Figure 1. Congestion heat map (run 1).
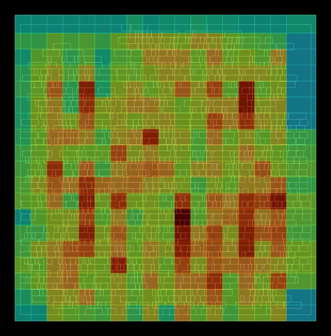
Figure 2. Sequential cells colored by netlist name (run 1).
Bar = 50 um. Other sequential cells in the stronger gray, the rest of the logic in the fainter gray.
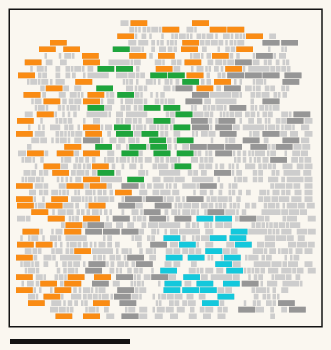
Figure 3. Cells by drive strength (run 1).
Bar = 50 um.
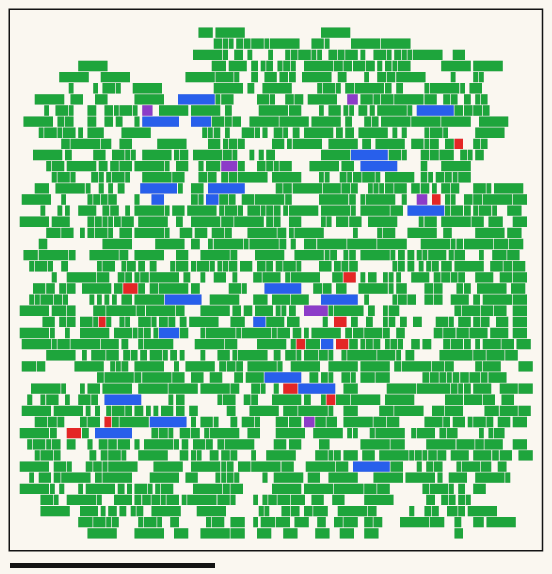
Figure 4. Gate families picked out (run 1).
Bar = 50 um.
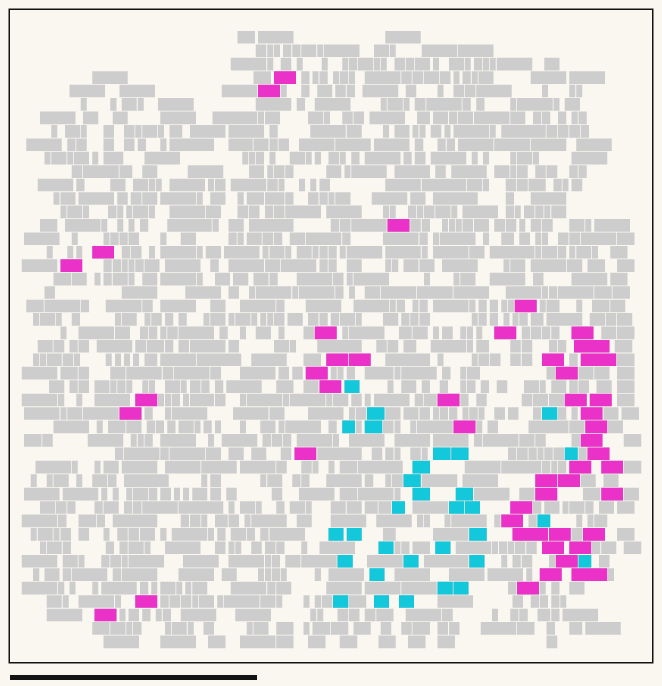
--- src/rtl/combo_lock_pkg.sv ---
// combo_lock_pkg: state encoding and display codes shared by the combination lock
package combo_lock_pkg;
    typedef enum logic [1:0] {ENTRY, PASS, FAIL, LOCKOUT} state_t;
    localparam logic [3:0] P     = 4'd10;
    localparam logic [3:0] A     = 4'd11;
    localparam logic [3:0] F     = 4'd12;
    localparam logic [3:0] L     = 4'd13;
    localparam logic [3:0] DASH  = 4'd14;
    localparam logic [3:0] BLANK = 4'd15;
endpackage

--- src/rtl/combo_lock_ctrl_debounce.sv ---
// key_debounce: one-cycle press_pulse after DEBOUNCE_CYC consecutive low samples of key_n (CLOCK_50, reset in)
module key_debounce #(
    parameter int DEBOUNCE_CYC = 500000
) (
    input  logic CLOCK_50,
    input  logic reset,
    input  logic key_n,
    output logic press_pulse
);
    localparam int W = $clog2(DEBOUNCE_CYC + 1);
    logic [W-1:0] cnt;
    // Counter saturates at DEBOUNCE_CYC, so the DEBOUNCE_CYC-1 crossing happens once per press.
    always_ff @(posedge CLOCK_50) begin
        if (reset) begin
            cnt         <= '0;
            press_pulse <= 1'b0;
        end else begin
            cnt         <= key_n ? '0 : (cnt == W'(DEBOUNCE_CYC)) ? cnt : cnt + 1'b1;
            press_pulse <= !key_n && cnt == W'(DEBOUNCE_CYC - 1);
        end
    end
endmodule

--- src/rtl/combo_lock_ctrl.sv ---
// combo_lock_ctrl: decimal code entry on key_n, compare with secret, PASS/FAIL scroll, timed lockout; drives disp codes, unlocked, locked_out, tries_left
module combo_lock_ctrl
    import combo_lock_pkg::*;
#(
    parameter int DIGITS       = 3,
    parameter int SECRET_W     = 10,
    parameter int NUM_DISP     = 6,
    parameter int DEBOUNCE_CYC = 500000,
    parameter int SCROLL_CYC   = 1000000,
    parameter int BLINK_CYC    = 12500000,
    parameter int MAX_TRIES    = 3,
    parameter int LOCKOUT_CYC  = 250000000
) (
    input  logic                           CLOCK_50,
    input  logic                           reset,
    input  logic [SECRET_W-1:0]            secret,
    input  logic [3:0]                     key_n,
    output logic [4*NUM_DISP-1:0]          disp,
    output logic                           unlocked,
    output logic                           locked_out,
    output logic [$clog2(MAX_TRIES+1)-1:0] tries_left
);
    localparam int TW  = $clog2(MAX_TRIES + 1);
    localparam int CW  = DIGITS > 1 ? $clog2(DIGITS) : 1;
    localparam int DW  = 4 * NUM_DISP;
    localparam int BLW = $clog2(BLINK_CYC + 1);
    localparam int SCW = $clog2(SCROLL_CYC + 1);
    localparam int LKW = $clog2(LOCKOUT_CYC + 1);
    localparam logic [DW-1:0] PASS_MSG = ({NUM_DISP{BLANK}} << 16) | DW'({P, A, 4'd5, 4'd5});
    localparam logic [DW-1:0] FAIL_MSG = ({NUM_DISP{BLANK}} << 16) | DW'({F, A, 4'd1, L});

    logic [3:0]          press;
    state_t              state, state_nx;
    logic [3:0]          digit [DIGITS];
    logic [3:0]          digit_nx [DIGITS];
    logic [CW-1:0]       cursor, cursor_nx;
    logic [TW-1:0]       fail_cnt, fail_nx;
    logic [DW-1:0]       frame, frame_nx;
    logic [SCW-1:0]      scroll_cnt, scroll_nx;
    logic [LKW-1:0]      lock_cnt, lock_nx;
    logic [BLW-1:0]      blink_cnt;
    logic                blink_off;
    logic                blink_wrap;
    logic [SECRET_W-1:0] value;

    for (genvar g = 0; g < 4; g++) begin : g_key
        key_debounce #(.DEBOUNCE_CYC(DEBOUNCE_CYC)) u_deb (
            .CLOCK_50   (CLOCK_50),
            .reset      (reset),
            .key_n      (key_n[g]),
            .press_pulse(press[g])
        );
    end

    assign blink_wrap = blink_cnt == BLW'(BLINK_CYC - 1);

    always_ff @(posedge CLOCK_50) begin
        if (reset) begin
            state      <= ENTRY;
            digit      <= '{default: '0};
            cursor     <= '0;
            fail_cnt   <= '0;
            frame      <= {NUM_DISP{BLANK}};
            scroll_cnt <= '0;
            lock_cnt   <= '0;
            blink_cnt  <= '0;
            blink_off  <= 1'b0;
        end else begin
            state      <= state_nx;
            digit      <= digit_nx;
            cursor     <= cursor_nx;
            fail_cnt   <= fail_nx;
            frame      <= frame_nx;
            scroll_cnt <= scroll_nx;
            lock_cnt   <= lock_nx;
            blink_cnt  <= blink_wrap ? '0 : blink_cnt + 1'b1;
            blink_off  <= blink_off ^ blink_wrap;
        end
    end

    // Timers not owned by the current state fall back to zero, so every entry starts a fresh count.
    always_comb begin
        state_nx  = state;
        digit_nx  = digit;
        cursor_nx = cursor;
        fail_nx   = fail_cnt;
        frame_nx  = frame;
        scroll_nx = '0;
        lock_nx   = '0;
        value     = '0;
        for (int i = DIGITS - 1; i >= 0; i--) value = value * SECRET_W'(10) + SECRET_W'(digit[i]);
        case (state)
            ENTRY: begin
                if (press[3]) begin
                    if (value == secret) begin
                        state_nx = PASS;
                        fail_nx  = '0;
                        frame_nx = PASS_MSG;
                    end else if (int'(fail_cnt) + 1 < MAX_TRIES) begin
                        state_nx = FAIL;
                        fail_nx  = fail_cnt + 1'b1;
                        frame_nx = FAIL_MSG;
                    end else begin
                        state_nx = LOCKOUT;
                        fail_nx  = '0;
                    end
                end else if (press[2]) begin
                    digit_nx  = '{default: '0};
                    cursor_nx = '0;
                end else if (press[1]) begin
                    cursor_nx = cursor == CW'(DIGITS - 1) ? '0 : cursor + 1'b1;
                end else if (press[0]) begin
                    for (int i = 0; i < DIGITS; i++)
                        if (cursor == CW'(i)) digit_nx[i] = digit[i] == 4'd9 ? 4'd0 : digit[i] + 1'b1;
                end
            end
            PASS, FAIL: begin
                if (press[3]) begin
                    state_nx  = ENTRY;
                    digit_nx  = '{default: '0};
                    cursor_nx = '0;
                end else if (scroll_cnt == SCW'(SCROLL_CYC - 1)) begin
                    frame_nx = {frame[DW-5:0], frame[DW-1:DW-4]};
                end else begin
                    scroll_nx = scroll_cnt + 1'b1;
                end
            end
            default: begin
                if (lock_cnt == LKW'(LOCKOUT_CYC - 1)) begin
                    state_nx  = ENTRY;
                    digit_nx  = '{default: '0};
                    cursor_nx = '0;
                end else begin
                    lock_nx = lock_cnt + 1'b1;
                end
            end
        endcase
    end

    always_comb begin
        disp = {NUM_DISP{BLANK}};
        if (state == LOCKOUT) disp = {NUM_DISP{DASH}};
        else if (state != ENTRY) disp = frame;
        else
            for (int i = 0; i < DIGITS; i++)
                disp[4*i +: 4] = (blink_off && cursor == CW'(i)) ? BLANK : digit[i];
    end

    assign unlocked   = state == PASS;
    assign locked_out = state == LOCKOUT;
    assign tries_left = TW'(MAX_TRIES) - fail_cnt;
endmodule

--- config.mk ---
export PLATFORM = sky130hd
export DESIGN_NAME = combo_lock_ctrl
export DESIGN_NICKNAME = d
export VERILOG_FILES = /design/src/rtl/combo_lock_pkg.sv /design/src/rtl/combo_lock_ctrl_debounce.sv /design/src/rtl/combo_lock_ctrl.sv
export SDC_FILE = /design/constraint.sdc
export NUM_CORES = 1
export LEC_CHECK = 0
export CAP_MARGIN = 20
export CORE_AREA = 2 2 128 130
export DETAILED_ROUTE_END_ITERATION = 6
export DIE_AREA = 0 0 130 132
export PLACE_DENSITY_LB_ADDON = 0.25
export RECOVER_POWER = 100
export SLEW_MARGIN = 40
export SYNTH_ARGS = -nofsm -noshare
export SYNTH_HDL_FRONTEND = slang
export SYNTH_SLANG_ARGS = --single-unit
--- constraint.sdc ---
create_clock -name CLOCK_50 -period 5.7 [get_ports CLOCK_50]
set_input_delay 1.425 -clock CLOCK_50 [delete_from_list [all_inputs] [get_ports CLOCK_50]]
set_output_delay 1.425 -clock CLOCK_50 [all_outputs]
set_load 0.02 [all_outputs]
==> reports/qor.yml, run 1 <==
hold_ws_ps: 465
xor_share: 0.132
clock_buffers: 21
rsz0062_at_grt: "no"
ir_drop_v: 0.000218
critPathTopFamily: "adder cells"
r2r_slack_ps: 680
path_clk_slew_ps: 70
dp_cells: 1336
n_all_buffers: 45
drc_errors: 0
vias_per_cell: 5.54
syn_nets: 1165
grtUsageTotal: 0.228
final_nets: 1202
tns_ps: 0
met3_length_um: 603
sh_seq_area: 0.368
critPathArrivalTime_ps: 5330
logic_gate_count: 846
ys_async_sr_fraction: 0
drt-total-wl_mm: 18.6
drv_slew: 35
final_area_um2: 10600
power_clock_uw: 1090
layout.cells.most_common: "dfxtp_1"
tap_cells: 216
warning_count: 37
inverters_excl_clock: 34
slew-limit-headroom: -0.181
dominant-cell-class: "combinational gates"
adder_share: 0.0653
worstRegToRegCells: 15
powerDensity_nw_per_um2: 237
min_period_ps: 5020
place_area_um2: 10100
flops: 195
antenna_found_initial: 0
violations: "capacitance limit, slew limit"
postSynthSeqShare: 0.412
die.size.y_um: 132
io_pins: 44
synth-seq-cells: 195
logic_family: "simple AND/OR/NAND/NOR gates"
drv_cap: 1
vias: 7579
ant_nets: 0
timing.final.ws_setup_ps: 683
power-top-group: "registers"
combPwrFrac: 0.020
p_switching_uw: 544
p_total_uw: 2510
cp-end-kind: "register"
postSynthAreaPerCell_um2: 8.59
worst_pin_slew_ps: 1770
logic_area_um2: 5340
common_cells: "dfxtp_1 (195), nor2_1 (182), xor2_1 (81)"
grt_pass1_wl_mm: 32.3
fillerInstances: 1283
finalHoldViolCount: 0
dp.final_hpwl_mm: 13.1
status: "complete, but fails checks"
wl_met2_mm: 8.66
hold_start: "scroll_cnt[0]$_SDFF_PP0_"
cts_root_buf: "clkbuf_16"
htree_levels: 4
m1WireLength_mm: 8.98
lay_top_cells: "dfxtp_1 (195), nor2_1 (182), xor2_1 (81)"
switching_share: 0.216
clkCellAreaFrac: 0.0504
synth.distinct_cells: 47
comb-cell-share: 0.503
layout-drive-gt1-share: 0.0356
cts_made_buffers: 17
whs_path_depth: 1
ys_sh_simple: 0.273
yosysMostFrequentCell: "dfxtp_1"
crit_start: "digit[0]$_SDFFE_PP0P_"
Notes on Figure 1 above:
busiest layer in global routing: met2
GRT met3 Usage: 0.0499
post-layout util: 0.676
M2 GR Usage: 0.368

Notes on Figure 2 above:
Key: cyan = frame [flops 24]; green = lock_cnt [flops 28]; orange = g_key.u_deb.cnt [flops 76]

Notes on Figure 3 above:
Key: green = x1 and smaller [cells 1110, most used dfxtp_1]; red = x2 [cells 12, most used or2_2]; blue = x6 and larger [cells 23, most used clkbuf_16]; purple = x3 and x4 [cells 6, most used clkinvlp_4]

Notes on Figure 4 above:
Key: magenta = fa/ha/maj cells [cells 47, most used ha_1]; cyan = non-inverting ao/oa cells [cells 31, most used o22a_1]

==> run 2, diff against run 1 <==
Settings changed: CORE_AREA 2 2 128 130 to 2 2 141 143, DIE_AREA 0 0 130 132 to 0 0 143 145.
==> run 2 against run 1 <==
Against the previous run: the flow still finishes with violations (capacitance limit, slew limit); clock-buffer cell count decreased by 2; register-to-register slack improved by 30 ps; critical path depth up 1; first-iteration DRC count decreased by 11%; sequential cell count unchanged.
==> reports/qor.yml, run 2 <==
status: "complete, but fails checks"  # unchanged
violations: "capacitance limit, slew limit"  # unchanged
switching_share: 0.214  # was 0.216
final_area_um2: 10800  # was 10600 um^2
vias: 7435  # was 7579
cp-end-kind: "register"  # unchanged
crit_start: "digit[1]$_SDFFE_PP0P_"  # was digit[0]$_SDFFE_PP0P_
io_pins: 44  # unchanged
whs_path_depth: 1  # unchanged
die.size.y_um: 145  # was 132 um
lay_top_cells: "dfxtp_1 (195), nor2_1 (182), xor2_1 (81)"  # unchanged
drc_errors: 0  # unchanged
drv_slew: 35  # unchanged
logic_area_um2: 5340  # about the same
critPathArrivalTime_ps: 5310  # was 5330 ps
hold_start: "scroll_cnt[0]$_SDFF_PP0_"  # unchanged
drv_cap: 1  # unchanged
critPathTopFamily: "adder cells"  # unchanged
power-top-group: "registers"  # unchanged
slew-limit-headroom: -0.110  # was -0.181
cts_root_buf: "clkbuf_16"  # unchanged
adder_share: 0.0653  # unchanged
worstRegToRegCells: 16  # was 15
postSynthSeqShare: 0.412  # unchanged
combPwrFrac: 0.019  # was 0.020
n_all_buffers: 45  # unchanged
tap_cells: 265  # was 216
dominant-cell-class: "combinational gates"  # unchanged
m1WireLength_mm: 9.35  # was 8.98 mm
ir_drop_v: 0.000230  # was 0.000218 V
grt_most_used_layer: "met2"  # unchanged
p_switching_uw: 574  # was 544 uW
fillerInstances: 1755  # was 1283
warning_count: 37  # unchanged
hold_ws_ps: 463  # was 465 ps
ant_nets: 0  # unchanged
antenna_found_initial: 0  # unchanged
syn_nets: 1165  # unchanged
min_period_ps: 4990  # was 5020 ps
inverters_excl_clock: 34  # unchanged
finalHoldViolCount: 0  # unchanged
drt-total-wl_mm: 18.6  # about the same
logic_family: "simple AND/OR/NAND/NOR gates"  # unchanged
power_clock_uw: 1260  # was 1090 uW
layout.cells.most_common: "dfxtp_1"  # unchanged
flops: 195  # unchanged
ys_async_sr_fraction: 0  # unchanged
vias_per_cell: 5.25  # was 5.54
dp_cells: 1385  # was 1336
clock_buffers: 19  # was 21
met3_length_um: 447  # was 603 um
xor_share: 0.132  # unchanged
layout-drive-gt1-share: 0.0373  # was 0.0356
tns_ps: 0  # unchanged
Figure 5. Cell classes on the final placement (run 2).
Bar = 50 um.
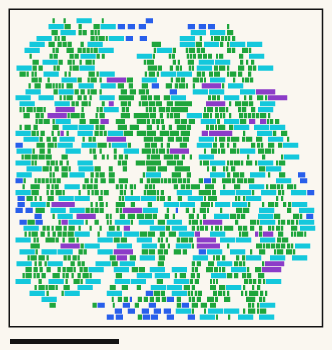
Key: purple = clock drivers and dummy loads [cells 32]; cyan = sequential cells [cells 195]; blue = remaining buffers and delay cells [cells 45]; green = remaining logic cells [cells 880]

Figure 6. Congestion heat map (run 2).
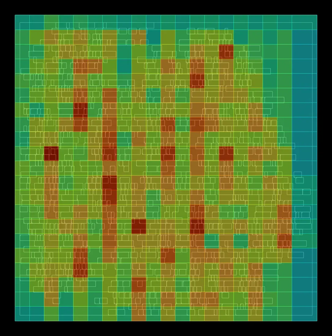
M2 GR Usage: 0.296
post-layout util: 0.560
GRT met3 Usage: 0.0389

Figure 7. Cells by drive strength (run 2).
Bar = 50 um.
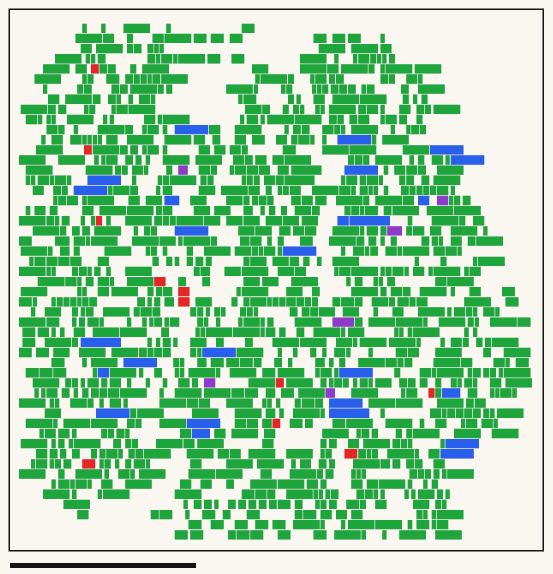
Key: red = x2 [cells 11, most used or2_2]; blue = x6 and larger [cells 26, most used clkbuf_16]; purple = x3 and x4 [cells 6]; green = x1 and smaller [cells 1109, most used dfxtp_1]

Power figures rest on the tool's default switching activity, not on a simulated workload.
